==> images/m1.png <==
Bar = 20 microns.
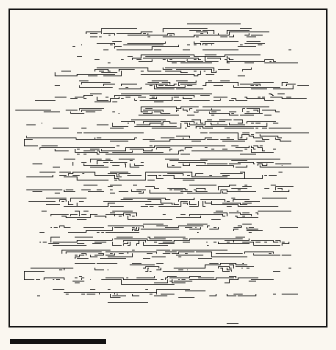
==> images/m2.png <==
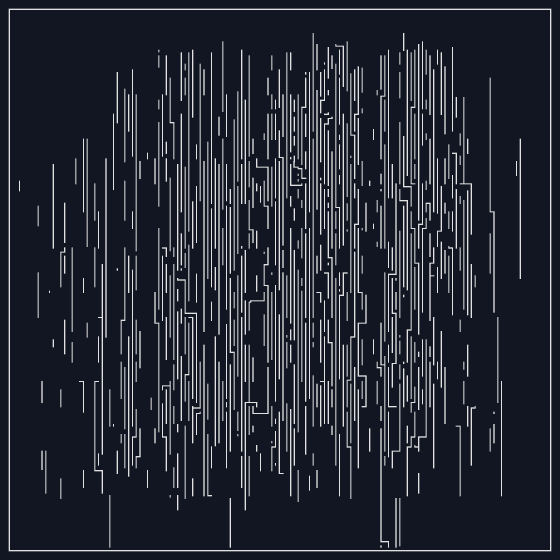
==> images/m3.png <==
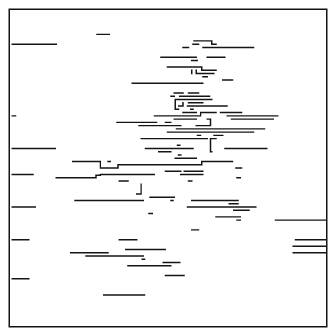
==> images/m4.png <==
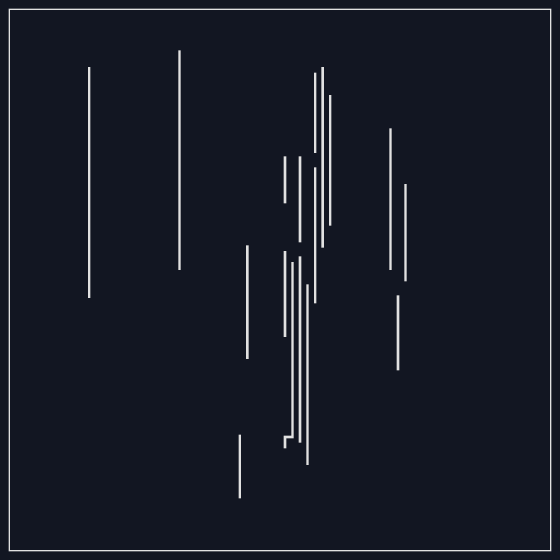
Design exp7_detector_jogada, sky130hd; sources not shown.
==> impl_metrics.json <==
{
  "wire_per_inst_microns": 15.5,
  "rsz0062_at_grt": "true",
  "min_path_type": "reg2reg",
  "outcome": "finished, violations left",
  "cp-end-kind": "register",
  "fin_ws_ns": -0.184,
  "top_area_share_pct": 38.2,
  "fmax_ghz": 0.561,
  "ys_area_sq_mm": 0.00183,
  "holdPathStages": 2,
  "synthAdderAreaFrac_pct": 0.683,
  "top_cells_by_count": "82 x nand2_1, 46 x nor2_1, 40 x inv_1",
  "path_class": "reg2reg",
  "ys.flop_type": "dfxtp_1",
  "finalHoldViolCount": 0,
  "cap_violations": 0,
  "path_buffers": 3,
  "p_per_area_mw_per_mm2": 990,
  "crit_fanout": 6,
  "grt_pass1_wl_microns": 7280,
  "path_common_cell": "nand2_1",
  "ys_warn_count": 0,
  "ys_sh_simple_pct": 41.2,
  "final_layout_size_suffix_gt1_share_pct": 42.2,
  "r2r_setup_slack_ns": -0.18,
  "wl_met1_microns": 2310,
  "setup_violations": 23,
  "async_flop_share_pct": 0,
  "timing.final.crit_share_pct": 112,
  "required_ns": 1.67,
  "die-width_microns": 66.0,
  "synth-xor-area-share_pct": 0.478,
  "avgSynthCellArea_sq_um": 6.43,
  "top_logic_kind": "simple AND/OR/NAND/NOR gates",
  "path_clk_slew_ns": 0.12,
  "drc_errors": 0,
  "max-slew-margin-rel_pct": 77.2,
  "crit_path_start_kind": "register",
  "synthAoiAreaFrac_pct": 8.46,
  "top_layer_used": "met4",
  "numCtsBuffers": 5,
  "grt_overflow": 0,
  "fp_nets": 293,
  "violations": "negative setup slack",
  "antennaDiodeCount": 0,
  "htree_levels": 2,
  "area_delta_synth_final_pct": 47.2,
  "vdd_drop_max_mv": 0.916,
  "insertion_delay_ns": 0.35,
  "via_per_inst": 5.51,
  "cpPeakStageDelay_ns": 0.37,
  "grt_util_all_layers_pct": 21.7,
  "fillCellCount": 211,
  "grt_antenna_before_repair": 0,
  "synth_area_sq_mm": 0.00183,
  "clk_path_buf_depth": 2,
  "route.met3.wl_microns": 505,
  "dp_hpwl_microns": 3160,
  "arrival_ns": 1.86,
  "synth_flops": 35,
  "wl_met2_microns": 2930
}
Back to the opening pictures, m1.png:
wire length on this layer: 2310 microns
longest straight run: 19.3 microns
share of all routed wire: 38%
via count: 2133
DRT Wirelength: 6010 microns
met1 Use GR: 28.8%

Back to the opening pictures, m2.png:
share of all routed wire: 49%
longest straight run: 23.1 microns
wire length on this layer: 2930 microns
nets with wire on the layer: 299
met2 Use GR: 34.5%

Back to the opening pictures, m3.png:
longest straight run: 18.4 microns
nets with wire on the layer: 64
met3 Usage GRT: 5.44%

Back to the opening pictures, m4.png:
wire length on this layer: 270 microns
nets with wire on the layer: 16
share of all routed wire: 4.5%

[where the power goes]
part	internal (uW)	switching, uW	leakage (uW)
sequential	934	52.4	0.000292
combinational	445	671	0.00104
clock	259	311	0.0000386
total	1640	1030	0.00137
[worst min-delay path: cells and delay by family (launching register included)]
| kind | cells | cell delay [ns] |
|---|---|---|
| buffers and inverters | 1 | 0.04 |
| AND/OR/NAND/NOR | 1 | 0.03 |
| flip-flops | 1 | 0.31 |
[layer usage]
metal	track usage [%]	vias to the layer above
met1	28.8	978
met4	6.85	0
met2	34.5	136
li1	-	984
met3	5.44	35
met5	0	-
[cell families (layout without fill, tap and decap cells)]
kind of cell	after synthesis	after routing
XOR/XNOR	1	1
flip-flops	35	35
buffers and inverters	52	108
adder cells (fa/ha/maj)	1	1
AND-OR/OR-AND	28	28
AND/OR/NAND/NOR	168	168
[layout make-up]
type | instances | area (sq um) | share of cell area [%]
inverter | 48 | 195 | 7.24
timing repair buffer | 52 | 449 | 16.7
tap | 46 | 57.6 | 2.13
multi-input combinational | 198 | 1200 | 44.6
clock buffer | 8 | 68.8 | 2.55
sequential | 35 | 724 | 26.9
[metrics by stage]
| step | hold WS, ns | instance area, sq um | std cells | util, % | setup WS (ns) |
|---|---|---|---|---|---|
| after global routing | 0.217 | 2700 | 387 | 79.6 | -0.258 |
| after CTS | 0.206 | 2320 | 381 | 68.5 | -0.449 |
| after detailed placement | 0.195 | 2250 | 373 | 66.5 | -0.422 |
| after floorplan | 0.188 | 1830 | 285 | - | 0.0199 |
| final | 0.190 | 2700 | 387 | 79.6 | -0.184 |
| after global placement | 0.190 | 2250 | 373 | 66.5 | -0.386 |
No activity file was given, so power comes from the tool's default toggle rates.
